Cell classes on the final placement:
Scale bar: 100 um. Fill, decap, tap and diode cells in grey.
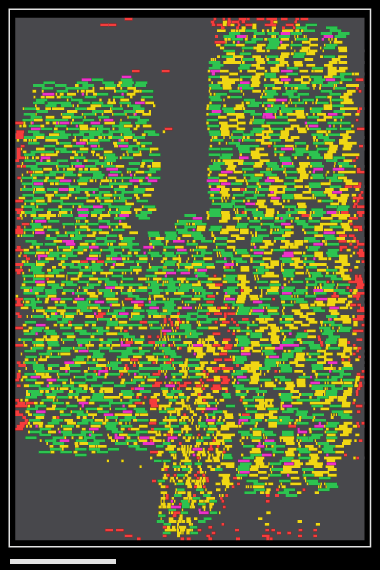
Cell outlines without signal wires:
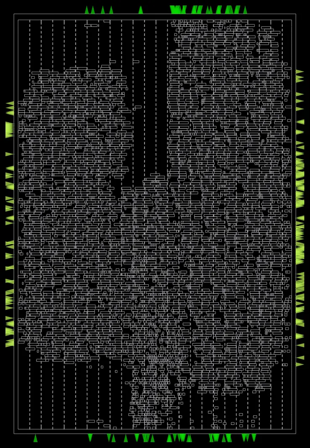
The metal 4 layer:
Scale bar: 100 um.
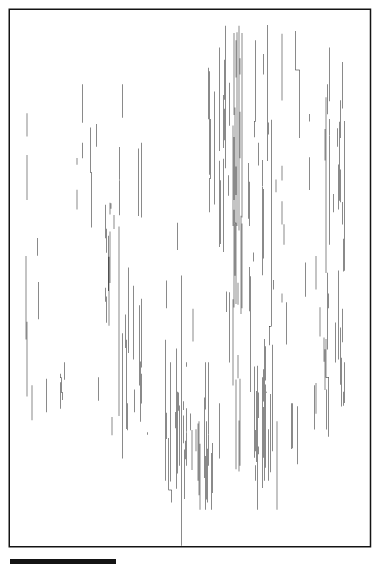
Metal layers overlaid:
Scale bar: 100 um.
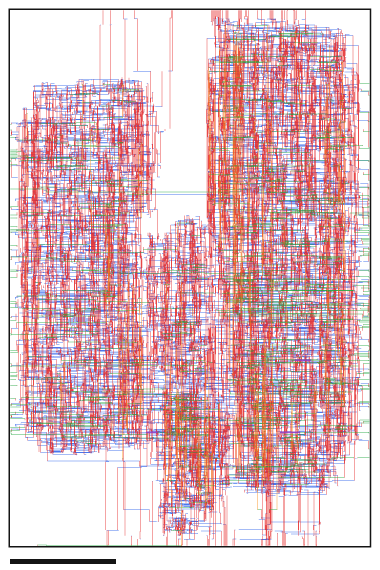
<file path="config.mk">
export PLATFORM = sky130hd
export DESIGN_NAME = reorder_buffer
export DESIGN_NICKNAME = d
export VERILOG_FILES = /design/src/rtl/reorder_buffer_pkg.sv /design/src/rtl/reorder_buffer.sv
export SDC_FILE = /design/constraint.sdc
export NUM_CORES = 2
export LEC_CHECK = 0
export CAP_MARGIN = 5
export CORE_AREA = 5 5 334 500
export CTS_CLUSTER_DIAMETER = 120
export DETAILED_ROUTE_END_ITERATION = 16
export DIE_AREA = 0 0 339 505
export PLACE_DENSITY = 0.58
export SYNTH_ARGS = -nofsm -noshare
export SYNTH_HDL_FRONTEND = slang
export SYNTH_SLANG_ARGS = --single-unit
export TNS_END_PERCENT = 1
</file>
<file path="constraint.sdc">
create_clock -name in_clk -period 4.6 [get_ports in_clk]
set_input_delay 0.46 -clock in_clk [delete_from_list [all_inputs] [get_ports in_clk]]
set_output_delay 0.46 -clock in_clk [all_outputs]
set_load 0.05 [all_outputs]
</file>
<file path="src/rtl/reorder_buffer_pkg.sv">
// Shared definitions for the reorder buffer: tag width, entry kinds and pointer helper.
package reorder_buffer_pkg;

   localparam int unsigned ROB_WIDTH = 4;
   localparam logic [ROB_WIDTH-1:0] ZERO_ROB = '0;

   typedef enum logic [1:0] {
      KindAlu    = 2'd0,
      KindStore  = 2'd1,
      KindBranch = 2'd2,
      KindJal    = 2'd3
   } rob_kind_e;

   function automatic logic [ROB_WIDTH-1:0] rob_next(input logic [ROB_WIDTH-1:0] ptr,
                                                     input int unsigned          size);
      return (32'(ptr) == size - 1) ? ZERO_ROB : ptr + 1'b1;
   endfunction

endpackage

</file>
<file path="src/rtl/reorder_buffer.sv">
// In-order retirement buffer: dispatch at tail, CDB completion by tag, commit/flush from head.
module reorder_buffer
   import reorder_buffer_pkg::*;
#(
   parameter int unsigned ROB_SIZE = 16
) (
   input  logic                 in_clk,
   input  logic                 in_rst_n,
   input  logic                 in_rdy,
   input  logic                 in_dispatch_enable,
   input  logic [4:0]           in_dispatch_rd,
   input  logic [1:0]           in_dispatch_kind,
   output logic [ROB_WIDTH-1:0] out_dispatch_tag,
   output logic                 out_full,
   input  logic [ROB_WIDTH-1:0] in_query_rs_tag,
   input  logic [ROB_WIDTH-1:0] in_query_rt_tag,
   output logic                 out_query_rs_ready,
   output logic [31:0]          out_query_rs_value,
   output logic                 out_query_rt_ready,
   output logic [31:0]          out_query_rt_value,
   input  logic                 in_cdb_enable,
   input  logic [ROB_WIDTH-1:0] in_cdb_tag,
   input  logic [31:0]          in_cdb_value,
   input  logic                 in_cdb_mispredict,
   input  logic [31:0]          in_cdb_target,
   output logic                 out_commit_enable,
   output logic [4:0]           out_commit_rd,
   output logic [31:0]          out_commit_value,
   output logic [ROB_WIDTH-1:0] out_commit_tag,
   output logic                 out_store_commit_enable,
   output logic                 out_flush_enable,
   output logic [31:0]          out_flush_pc
);

   localparam int unsigned CntW = ROB_WIDTH + 1;

   logic [ROB_WIDTH-1:0] head_q, head_d, tail_q, tail_d;
   logic [CntW-1:0]      count_q, count_d;
   logic [ROB_SIZE-1:0]  busy_q, ready_q, mispredict_q;
   logic [31:0]          value_q  [ROB_SIZE];
   logic [31:0]          target_q [ROB_SIZE];
   logic [4:0]           rd_q     [ROB_SIZE];
   rob_kind_e            kind_q   [ROB_SIZE];

   logic full, commit_go, flush_go, dispatch_go, cdb_go, head_no_rd;
   logic rs_hit, rt_hit;

   assign full        = (count_q == CntW'(ROB_SIZE));
   assign commit_go   = in_rdy & (count_q != '0) & ready_q[head_q];
   assign flush_go    = commit_go & mispredict_q[head_q];
   // A flush kills whatever else arrives in the same cycle.
   assign dispatch_go = in_rdy & in_dispatch_enable & ~full & ~flush_go;
   assign cdb_go      = in_rdy & in_cdb_enable & busy_q[in_cdb_tag] & ~flush_go;
   assign head_no_rd  = (kind_q[head_q] == KindStore) | (kind_q[head_q] == KindBranch);

   assign out_dispatch_tag = tail_q;
   assign out_full         = full;

   assign rs_hit             = in_cdb_enable & (in_cdb_tag == in_query_rs_tag);
   assign rt_hit             = in_cdb_enable & (in_cdb_tag == in_query_rt_tag);
   assign out_query_rs_ready = ready_q[in_query_rs_tag] | rs_hit;
   assign out_query_rs_value = rs_hit ? in_cdb_value : value_q[in_query_rs_tag];
   assign out_query_rt_ready = ready_q[in_query_rt_tag] | rt_hit;
   assign out_query_rt_value = rt_hit ? in_cdb_value : value_q[in_query_rt_tag];

   assign out_commit_enable       = commit_go;
   assign out_commit_rd           = (commit_go & ~head_no_rd) ? rd_q[head_q] : 5'd0;
   assign out_commit_value        = commit_go ? value_q[head_q] : 32'd0;
   assign out_commit_tag          = commit_go ? head_q : ZERO_ROB;
   assign out_store_commit_enable = commit_go & (kind_q[head_q] == KindStore);
   assign out_flush_enable        = flush_go;
   assign out_flush_pc            = flush_go ? target_q[head_q] : 32'd0;

   always_comb begin
      head_d  = head_q;
      tail_d  = tail_q;
      count_d = count_q;
      if (flush_go) begin
         head_d  = ZERO_ROB;
         tail_d  = ZERO_ROB;
         count_d = '0;
      end else begin
         if (commit_go)   head_d = rob_next(head_q, ROB_SIZE);
         if (dispatch_go) tail_d = rob_next(tail_q, ROB_SIZE);
         unique case ({dispatch_go, commit_go})
            2'b10:   count_d = count_q + 1'b1;
            2'b01:   count_d = count_q - 1'b1;
            default: count_d = count_q;
         endcase
      end
   end

   always_ff @(posedge in_clk) begin
      if (!in_rst_n) begin
         head_q       <= ZERO_ROB;
         tail_q       <= ZERO_ROB;
         count_q      <= '0;
         busy_q       <= '0;
         ready_q      <= '0;
         mispredict_q <= '0;
         for (int i = 0; i < int'(ROB_SIZE); i++) begin
            value_q[i]  <= 32'd0;
            target_q[i] <= 32'd0;
            rd_q[i]     <= 5'd0;
            kind_q[i]   <= KindAlu;
         end
      end else begin
         head_q  <= head_d;
         tail_q  <= tail_d;
         count_q <= count_d;
         if (flush_go) begin
            busy_q       <= '0;
            ready_q      <= '0;
            mispredict_q <= '0;
         end else begin
            if (cdb_go) begin
               ready_q[in_cdb_tag]      <= 1'b1;
               mispredict_q[in_cdb_tag] <= in_cdb_mispredict;
               target_q[in_cdb_tag]     <= in_cdb_target;
               if (kind_q[in_cdb_tag] != KindStore) value_q[in_cdb_tag] <= in_cdb_value;
            end
            if (dispatch_go) begin
               busy_q[tail_q]       <= 1'b1;
               ready_q[tail_q]      <= 1'b0;
               mispredict_q[tail_q] <= 1'b0;
               rd_q[tail_q]         <= in_dispatch_rd;
               kind_q[tail_q]       <= rob_kind_e'(in_dispatch_kind);
            end
            if (commit_go) begin
               busy_q[head_q]  <= 1'b0;
               ready_q[head_q] <= 1'b0;
            end
         end
      end
   end

endmodule

</file>
==> metrics.csv <==
stage,metric,value,unit
outcome,status,finished clean,
final_timing,Pins Over Slew Limit,0,
final_timing,Fmax,228.9,MHz
clocking,clk buf depth,3,
yosys,Seq cells post-synth,1201,
power_and_ir_drop,Clock Power,9.92,mW
clocking,CTS Buf Count,114,
route,total wire length,208500,um
power_and_ir_drop,Int Power,18.86,mW
yosys,Yosys warning total,0,
clocking,TritonCTS clock tree,yes,
power_and_ir_drop,NetSw,6.171,mW
route,routed vias/inst,6.307,
place,pre-CTS WS,0.4729,ns
route,total vias in the final route,41005,
final_layout,"Inverters, non-clock",29,
final_layout,registers with the most flip-flops,"target_q x512, value_q x512, rd_q x80",
floorplanning,tap cells,2104,
worst_setup_path,worst-path cell chain,buf_4 > mux2i_1 > a21boi_0 > nor4bb_2 > o21ai_4 > buf_4 > inv_4 > buf_4 > and2_1 > buf_12,
route,Routed Antenna Nets,0,
route,DRC,0,
place,hpwl dp,119200,um
power_and_ir_drop,leak pwr,23.18,nW
final_layout,most frequent cells in the layout,"edfxtp_1 (1136), mux4_2 (691), nor2_1 (572), nor3_2 (248), nor3_1 (240)",
grt,GRT met3 Usage,3.491,%
yosys,Commonest flop,edfxtp_1,
yosys,Synth Instances,4221,
clocking,"Clk Latency, worst-skew pair",0.75,ns
grt,Top Usage Layer GRT,met2,
final_layout,Flop area,0.03543,sq mm
worst_setup_path,WS Path Type,flop to output port,
floorplanning,Core Density at Floorplan,39.76,%
worst_setup_path,CP startpoint,head_q[1],
grt,grt total ovfl,0,
place,PortBufs,235,
final_timing,Tcrit/Tclk final,94.99,%
place,GPL Wtd Cong,0.8659,
clocking,cts repair resizes,0,
worst_setup_path,startpoint class of the critical path,flop,
worst_setup_path,worst path required time,4.14,ns
grt,largest net degree at the start of global routing,132,
yosys,main logic family after synthesis,multiplexers,
power_and_ir_drop,total power,25.03,mW
worst_setup_path,FF-to-FF End,value_q[14][24],
final_layout,P&R area growth vs syn,14.56,%
power_and_ir_drop,clock share of power,39.6,%
yosys,"Compound Share, Synth",2.181,%
power_and_ir_drop,P_comb,2.66,mW
yosys,XOR/XNOR Area Share,0.2313,%
final_layout,fraction of cell area in non-clock buffers,6.319,%
hold_path,Hold Crit Depth,2,
yosys,flip-flops with a built-in enable,1136,
hold_path,hold path start,busy_q[2],
final_layout,combinational share of cell area,36.69,%
worst_setup_path,Most common cell on crit path,buf_4,
grt,first-pass GRT wire length,302300,um
hold_path,Hold EP,busy_q[2],
run,Max Cap Violations,0,
yosys,Post-synth seq share,55.01,%
power_and_ir_drop,Comb pwr share,10.6,%
route,initial detailed-routing violation count,4271,
final_layout,Largest cell class,registers,
clocking,H-Tree Depth,3,
clocking,CTS Sinks,1201,
final_timing,Final min period,4.370,ns
clocking,Worst-path clk slew,0.06,ns
yosys,"Cell Area, Synth",0.06438,sq mm
place,placed cell area,0.06989,sq mm
final_layout,Logic Gate Count,2543,
grt,grt met2 use,42.65,%
final_timing,fin worst setup slack,0.2304,ns
## Picture notes: 'cell classes on the final placement'
Key: clock drivers and dummy loads = magenta [cells 215]; all other logic = yellow [cells 2572]; other buffers and delay cells = red [cells 402]; flip-flops = green [cells 1201]

## Picture notes: 'cell outlines without signal wires'
Final Util: 45.55%
Flops: 1201
final non-filler cell total: 6502

## Picture notes: 'the metal 4 layer'
The longest straight run is 254 um. 109 nets have wire on it. The wires run mostly vertical. The layer holds 5.1% of the routed length. The layer carries 10700 um of wire.

## Picture notes: 'metal layers overlaid'
Key: met3 = green [wire length 15800 um]; met1 = blue [wire length 73.6 mm]; met5 = purple [wire length 40.5 um]; met2 = red [wire length 108 mm]; met4 = orange [wire length 10700 um]

Power and IR drop assume default switching activity.
